[config.mk]
export PLATFORM = sky130hd
export DESIGN_NAME = audio_out
export DESIGN_NICKNAME = d
export VERILOG_FILES = /design/src/rtl/audio_pkg.sv /design/src/rtl/pdm_mod.sv /design/src/rtl/audio_out.sv
export SDC_FILE = /design/constraint.sdc
export NUM_CORES = 1
export LEC_CHECK = 0
export CAP_MARGIN = 20
export CORE_ASPECT_RATIO = 0.8
export CORE_UTILIZATION = 40
export CTS_CLUSTER_SIZE = 8
export DETAILED_ROUTE_END_ITERATION = 10
export GPL_TIMING_DRIVEN = 0
export PLACE_DENSITY = 0.56
export SYNTH_ARGS = -nofsm -noshare
export SYNTH_HDL_FRONTEND = slang
export SYNTH_SLANG_ARGS = --single-unit
[constraint.sdc]
create_clock -name clk -period 4.78 [get_ports clk]
set_input_delay 1.195 -clock clk [delete_from_list [all_inputs] [get_ports clk]]
set_output_delay 1.195 -clock clk [all_outputs]
set_load 0.05 [all_outputs]
[src/rtl/audio_pkg.sv]
// Shared definitions for the audio output path: widths, FSM state type and
// offset-binary <-> two's-complement conversion helpers (also used by the tone
// generator upstream of the filter).
package audio_pkg;

    localparam int unsigned SAMPLE_W = 16;
    localparam int unsigned GAIN_W   = 8;
    localparam logic [15:0] MIDSCALE = 16'h8000;

    typedef enum logic [1:0] {
        StIdle,
        StMult,
        StLoad
    } audio_state_e;

    // Flipping the MSB maps offset-binary midscale (0x8000) onto signed zero.
    function automatic logic signed [15:0] ob_to_tc(input logic [15:0] ob);
        return signed'(ob ^ MIDSCALE);
    endfunction

    function automatic logic [15:0] tc_to_ob(input logic signed [15:0] tc);
        return unsigned'(tc) ^ MIDSCALE;
    endfunction

endpackage

[src/rtl/pdm_mod.sv]
// First-order sigma-delta modulator: accumulates the offset-binary level every
// cycle and emits the carry as a registered 1-bit PDM stream. Long-run density
// of ones is level / 2^LEVEL_W.
module pdm_mod
    import audio_pkg::*;
#(
    parameter int unsigned LEVEL_W = SAMPLE_W
) (
    input  logic               clk,
    input  logic               rst,
    input  logic [LEVEL_W-1:0] level,
    output logic               pdm_out
);

    logic [LEVEL_W-1:0] err_q, err_d;
    logic               pdm_q, pdm_d;
    logic [LEVEL_W:0]   sum;

    // Error accumulation; the carry out of the add is the modulator bit.
    always_comb begin
        sum   = {1'b0, err_q} + {1'b0, level};
        err_d = sum[LEVEL_W-1:0];
        pdm_d = sum[LEVEL_W];
    end

    // Error and output registers with synchronous reset.
    always_ff @(posedge clk) begin
        if (rst) begin
            err_q <= '0;
            pdm_q <= 1'b0;
        end else begin
            err_q <= err_d;
            pdm_q <= pdm_d;
        end
    end

    assign pdm_out = pdm_q;

endmodule

[src/rtl/audio_out.sv]
// Audio output stage: accepts one offset-binary sample per strobe, scales it by
// a soft-ramped gain using a bit-serial shift-add multiplier, and hands the
// result to the PDM modulator. The gain moves one LSB per accepted sample so
// volume and mute changes never produce clicks.
module audio_out
    import audio_pkg::*;
#(
    parameter int unsigned SAMPLE_W = 16,
    parameter int unsigned GAIN_W   = 8
) (
    input  logic                clk,
    input  logic                rst,
    input  logic                sample_valid,
    input  logic [SAMPLE_W-1:0] sample,
    output logic                sample_ready,
    input  logic [GAIN_W-1:0]   volume,
    input  logic                mute,
    output logic                overrun,
    output logic                pdm_out
);

    localparam int unsigned ACC_W = SAMPLE_W + GAIN_W;
    localparam int unsigned CNT_W = $clog2(GAIN_W);

    audio_state_e state_q, state_d;

    logic signed [SAMPLE_W-1:0] s_q, s_d;
    logic [GAIN_W-1:0]          g_q, g_d;
    logic signed [ACC_W-1:0]    acc_q, acc_d;
    logic [CNT_W-1:0]           cnt_q, cnt_d;
    logic [SAMPLE_W-1:0]        level_q, level_d;
    logic                       overrun_q, overrun_d;

    logic [GAIN_W-1:0]          target;
    logic signed [ACC_W-1:0]    s_ext;
    logic signed [ACC_W-1:0]    partial;

    // Next-state logic for the accept / multiply / load sequence.
    always_comb begin
        state_d   = state_q;
        s_d       = s_q;
        g_d       = g_q;
        acc_d     = acc_q;
        cnt_d     = cnt_q;
        level_d   = level_q;
        overrun_d = overrun_q;

        sample_ready = (state_q == StIdle);
        target       = mute ? '0 : volume;
        s_ext        = {{GAIN_W{s_q[SAMPLE_W-1]}}, s_q};
        partial      = s_ext <<< cnt_q;

        unique case (state_q)
            StIdle: begin
                if (sample_valid) begin
                    s_d = ob_to_tc(sample);
                    // Gain ramps one LSB per accepted sample toward the target.
                    if (g_q < target) begin
                        g_d = g_q + GAIN_W'(1);
                    end else if (g_q > target) begin
                        g_d = g_q - GAIN_W'(1);
                    end
                    acc_d   = '0;
                    cnt_d   = '0;
                    state_d = StMult;
                end
            end
            StMult: begin
                // One gain bit per cycle, LSB first.
                if (g_q[cnt_q]) begin
                    acc_d = acc_q + partial;
                end
                cnt_d = cnt_q + CNT_W'(1);
                if (cnt_q == CNT_W'(GAIN_W - 1)) begin
                    state_d = StLoad;
                end
            end
            StLoad: begin
                // acc >>> GAIN_W truncated to SAMPLE_W bits, back to offset-binary.
                level_d = {~acc_q[ACC_W-1], acc_q[ACC_W-2:GAIN_W]};
                state_d = StIdle;
            end
            default: begin
                state_d = StIdle;
            end
        endcase

        // A strobe while busy is dropped and flagged until reset.
        if (sample_valid && (state_q != StIdle)) begin
            overrun_d = 1'b1;
        end
    end

    // State registers; reset wins over any strobe in the same cycle.
    always_ff @(posedge clk) begin
        if (rst) begin
            state_q   <= StIdle;
            s_q       <= '0;
            g_q       <= '0;
            acc_q     <= '0;
            cnt_q     <= '0;
            level_q   <= MIDSCALE;
            overrun_q <= 1'b0;
        end else begin
            state_q   <= state_d;
            s_q       <= s_d;
            g_q       <= g_d;
            acc_q     <= acc_d;
            cnt_q     <= cnt_d;
            level_q   <= level_d;
            overrun_q <= overrun_d;
        end
    end

    assign overrun = overrun_q;

    pdm_mod #(
        .LEVEL_W(SAMPLE_W)
    ) u_pdm_mod (
        .clk    (clk),
        .rst    (rst),
        .level  (level_q),
        .pdm_out(pdm_out)
    );

endmodule

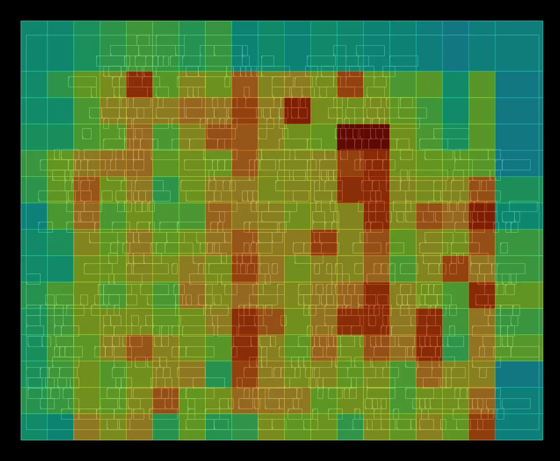
(run_1/congestion_map.png)
met1 track demand over resource: 28.5%
global routing usage on met3: 3.92%
most used routing layer: met2

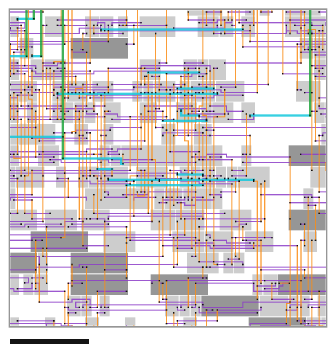
(run_1/closeup.png)
The bar under the picture is 10 um long. Window x 83 to 123, y 7 to 47 um. Cells in grey, sequential cells in the stronger grey; small squares are vias.
| colour | layer |
|---|---|
| orange | M2 |
| purple | M1 |
| green | M4 |
| cyan | M3 |
cells with their middle in the window: 110
most frequent: nand2_1 (22)
netlist names of flops here include: s_q (7), acc_q (2)
sequential cells in the window: 9

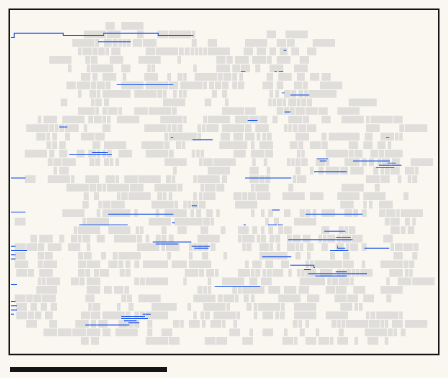
(run_1/m3.png)
The bar under the picture is 50 um long. Cells faint in the background.
wire length on this layer: 450 um
share of all routed wire: 3.0%
main direction: horizontal

==> metrics.sh, run 1 <==
DP_HPWL_UM=11700
GLOBAL_ROUTE.OVERFLOW_TOTAL=0
PLACE.GP.CONGESTION=0.900
DETAIL_ROUTE.WIRELENGTH_UM=15000
CLOCK_TREE_FROM_TRITONCTS='built'
SYNTH_CELL_TYPES=68
REMAINING_MAX_SLEW_BUDGET_AT_THE_TIGHTEST_PIN_PCT=51.8
CLK_PIN_SLEW_PS=70
POST_SYNTH_INST_COUNT=716
EDFF_COUNT_SYNTH=0
AREA_GROWTH_PCT=14.6
CRIT_REQUIRED_PS=5020
CTS_HOLD_BUFFERS=0
XOR_SHARE_PCT=4.98
POST_ROUTE_CELLS_DRIVE_ABOVE_1_SHARE_PCT=7.07
REGAREA_UM2=1740
CP.ARRIVAL_PS=4730
SYNTH_ASYNC_RESET_RATIO_PCT=0
RRSETUPSLACK_PS=440
POST-ROUTE-PERIOD-UTIL_PCT=93.9
WORSTPATHCELLLIST='clkdlybuf4s50_1 -> nand2b_1 -> ha_1 -> nor2b_1 -> o21a_1 -> o21a_1 -> o21a_1 -> o21bai_4 -> nand2_2 -> ha_1 -> a21o_1 -> a21oi_2 -> o21bai_1 -> a21oi_2 -> o21ai_1 -> a21o_1 -> a211oi_1 -> mux2_1'
MAXCLOCKFREQUENCY_GHz=0.223
TIMING.CRITICAL_PATH.SLOWEST_STAGE_CELL='sky130_fd_sc_hd__clkdlybuf4s50_1'
YOSYSCELLCOUNT=716
TIMING.SETUP.CRITICAL_PATH_CLASS='in -> reg'
GRT_PASS1_VIAS=4991
SKEW_PS=9.46
NFILLCELLS=1336
CLK_ROOT_BUFFER_CELL='sky130_fd_sc_hd__clkbuf_16'
YOSYS_MOST_USED_DFF='sky130_fd_sc_hd__dfxtp_1'
GRT_SETUP_UNREPAIRED='false'
NETLIST_AREA_UM2=5810
NETLIST.TOP_CELL.BY_INSTANCES='sky130_fd_sc_hd__nand2_1'
ANTENNA_VIOLATIONS_BEFORE_REPAIR=0
MUXSHAREOFSYNTHAREA_PCT=5.43
SYNTH_FLOPS=87
RUN_STATUS='finished, final reports clean'
NUMBER_OF_NETS_AT_THE_END_OF_THE_FLOW=845
PORT_BUFFERS=30
CELLLEAKAGEPOWER_uW=0.00271
INSERTEDDIODECOUNT=0
==> run 1: state kept, by name, summed over array words and instances (netlist names) <==
signal / flops
level_q: 16
s_q: 16
u_pdm_mod.pdm_out: 1
overrun: 1
acc_q: 24
u_pdm_mod.err_q: 16
cnt_q: 3
state_q: 2
g_q: 8
==> run 1: layer usage <==
layer  up-vias  share of wire [%]  global-route usage [%]
li1       2643                  -                       -
met1      2440                 51                    28.5
met2       109                 43                    33.8
met3        22                3.0                    3.92
met4         0                2.5                    7.94
met5         -                  0                       0
==> run 1: path summary, 6_finish.rpt <==
kind | from | depth (start not counted) | end
max | volume[1] | 18 | g_q[7]
min | acc_q[3] | 2 | acc_q[3]
max reg2reg | cnt_q[1] | 14 | acc_q[20]
min reg2reg | acc_q[3] | 2 | acc_q[3]
==> run 1: power breakdown <==
| group | switching [uW] | internal (uW) |
|---|---|---|
| Combinational | 385 | 328 |
| Sequential | 49.3 | 768 |
| Clock | 348 | 363 |
==> run 1: through the flow <==
stage / std cells / instance area, um^2 / util [%]
2_1_floorplan: 716 / 5810 / -
3_3_place_gp: 926 / 6330 / 45.6
3_5_place_dp: 926 / 6330 / 45.6
4_1_cts: 944 / 6650 / 47.9
5_1_grt: 944 / 6660 / 48.0
6_report: 944 / 6660 / 48.0
==> run 1: worst max-delay path: cells and delay by family <==
family	cells	cell delay (ps)
compound gates	11	1820
fa+ha+maj	2	590
buf+inv	1	450
mux	1	350
simple gates	3	310
==> run 1: kinds of logic after synthesis <==
group | after synthesis
AOI/OAI and AO/OA | 216
xor gates and xnor gates | 33
adders and majority gates | 58
buffers and inverters | 51
DFF | 87
muxes | 26
and+or+nand+nor | 245
==> run 1: timing repair <==
action / 4_1_cts / 5_1_grt
endpoints found under the setup margin: 1 / 1
buffers inserted: 2 / 0
gates resized: 3 / 3
==> run 1: layout make-up <==
type                       count  share of cell area (%)
tap                          180                    3.38
sequential                    87                    26.2
clock buffer                   9                    3.38
clock inverter                 7                   0.921
timing repair buffer          32                    4.77
inverter                      17                   0.958
buffer                        34                    2.16
multi-input combinational    578                    58.3
## Run 2: what changed since run 1
CTS_CLUSTER_DIAMETER = 50   (was default)
SYNTH_HIERARCHICAL = 1   (was default)
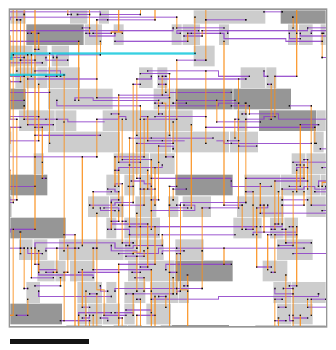
(run_2/closeup.png)
The bar under the picture is 10 um long. Window x 84 to 124, y 8 to 48 um. Cells in grey, sequential cells in the stronger grey; small squares are vias.
| colour | layer |
|---|---|
| cyan | M3 |
| orange | M2 |
| purple | M1 |
netlist names of flops here include: g_q (7)
sequential cells in the window: 10
cells with their middle in the window: 96
most frequent: ha_1 (11), dfxtp_1 (10)

==> run 2 against run 1 <==
Against the previous run: the run now ends with design-rule violations left; critical path type unchanged; highest routed layer unchanged; non-clock buffer count is 3 higher; via count is 0.65% higher; sequential power hardly changed.
==> metrics.sh, run 2 <==
CRIT_REQUIRED_PS=5070
YOSYSCELLCOUNT=731
RUN_STATUS='finished with violations'
GRT_PASS1_VIAS=5008
EDFF_COUNT_SYNTH=0
DP_HPWL_UM=12200
TIMING.SETUP.CRITICAL_PATH_CLASS='in -> reg'
LARGEST_REGISTER='acc_q'
CLOCK_TREE_FROM_TRITONCTS='built'
DETAIL_ROUTE.WIRELENGTH_UM=15500
POST-ROUTE-PERIOD-UTIL_PCT=89.6
WORST_HOLD_PATH.NUM_CELLS=2
AREA_GROWTH_PCT=14.0
NFILLCELLS=1427
WORST-PATH-BUF-INV=1
GRT_SETUP_UNREPAIRED='false'
DRCVIOLATIONCOUNT=4
MAXCLOCKFREQUENCY_GHz=0.234
SYNTH_CELL_TYPES=66
PLACE.GP.CONGESTION=0.868
SYNTH_FLOPS=87
POST_SYNTH_INST_COUNT=731
PORT_BUFFERS=30
CP.ARRIVAL_PS=4570
R2R.WORST_PATH.CELLS=14
REMAINING_MAX_SLEW_BUDGET_AT_THE_TIGHTEST_PIN_PCT=53.8
INSERTEDDIODECOUNT=0
LARGEST_REGISTER_FF_COUNT=24
TIMING.CRITICAL_PATH.MAX_DELAY_FAMILY='AND-OR/OR-AND gates'
FINISH.CELL_COUNT_WITHOUT_FILLERS=961
WORSTPATHCELLLIST='clkdlybuf4s50_1 -> nand2b_1 -> ha_1 -> o21ai_0 -> a21oi_1 -> nor3_1 -> o21ai_2 -> ha_1 -> a21oi_1 -> o211ai_1 -> nor4_1 -> nor3_1 -> xnor2_1 -> or3_1 -> a21oi_1'
NETLIST_AREA_UM2=5990
ANTENNA_VIOLATIONS_BEFORE_REPAIR=0
POST-PLACE-CELLS=945
YOSYS_MOST_USED_DFF='sky130_fd_sc_hd__dfxtp_1'
NETLIST.TOP_CELL.BY_INSTANCES='sky130_fd_sc_hd__nand2_1'
SKEW_PS=9.34
TIMING.CRITICAL_PATH.SLOWEST_STAGE_CELL='sky130_fd_sc_hd__clkdlybuf4s50_1'
VIOLATIONS='design-rule violations'
CELLLEAKAGEPOWER_uW=0.00276
WORSTSETUPPATHDEPTH=15
## run 2: cell types whose count changed in the layout (fill, tap and decap cells not counted), sizes merged, moves of 5 or more
cell / before / now
inv: 21 / 14
o211ai: 10 / 16
xnor2: 20 / 26
a41oi: 0 / 5
## run 2: area by class of cell
type	count	area, um^2	share of cell area (%)
plain buffers	39	179	2.62
clock buffers	9	225	3.30
clock inverters	7	80.1	1.17
inverters	12	45.0	0.659
multi-input cells	593	4030	59.0
flip-flops and latches	87	1740	25.5
well taps	184	230	3.37
repair buffers	30	300	4.40
## run 2: tightest hold or removal path: stages, from the launching register on
cell,delay (ps)
sky130_fd_sc_hd__dfxtp_1,310
sky130_fd_sc_hd__nand2_1,50
sky130_fd_sc_hd__a21oi_1,50
## run 2: power breakdown
group | total (uW) | switching [uW] | leakage (uW) | internal [uW]
clock | 715 | 344 | 0.000145 | 370
combinational | 692 | 391 | 0.00191 | 301
sequential | 815 | 49.1 | 0.000706 | 765
## run 2: logic make-up after synthesis
logic type               share of synthesized area, %
XOR/XNOR                                         5.55
AND/OR/NAND/NOR                                  19.0
AND-OR/OR-AND                                    23.7
buffers and inverters                            3.74
multiplexers                                     6.45
adder cells (fa/ha/maj)                          12.5
flip-flops                                       29.1
## run 2: per-stage QoR
stage               setup slack (ps)  total power [uW]  hold slack [ps]  area [um^2]
floorplan                        866              1360              436         5990
global placement               -24.8              1500              445         6520
detailed placement              -129              1520              454         6520
CTS                              217              2240              464         6830
global route                     215              2370              479         6830
finish                           498              2220              461         6830
## run 2: worst paths after layout
check | from | endpoint | slack, ps
max | mute | g_q[7] | 500
min | acc_q[0] | acc_q[0] | 460
max reg2reg | cnt_q[1] | acc_q[14] | 660
min reg2reg | acc_q[0] | acc_q[0] | 460
## run 2: routing by layer
layer	track usage [%]	part of all wire (%)	vias to the layer above
li1	-	-	2725
met1	27.7	51	2409
met2	33.7	44	104
met3	3.87	4.0	10
met4	6.07	1.0	0
met5	0	0	-
## run 2: what timing repair did
item	in CTS	in global routing
resized	0	1
setup buffers	0	0
setup endpoints to repair	0	1
Power and IR drop assume default switching activity.
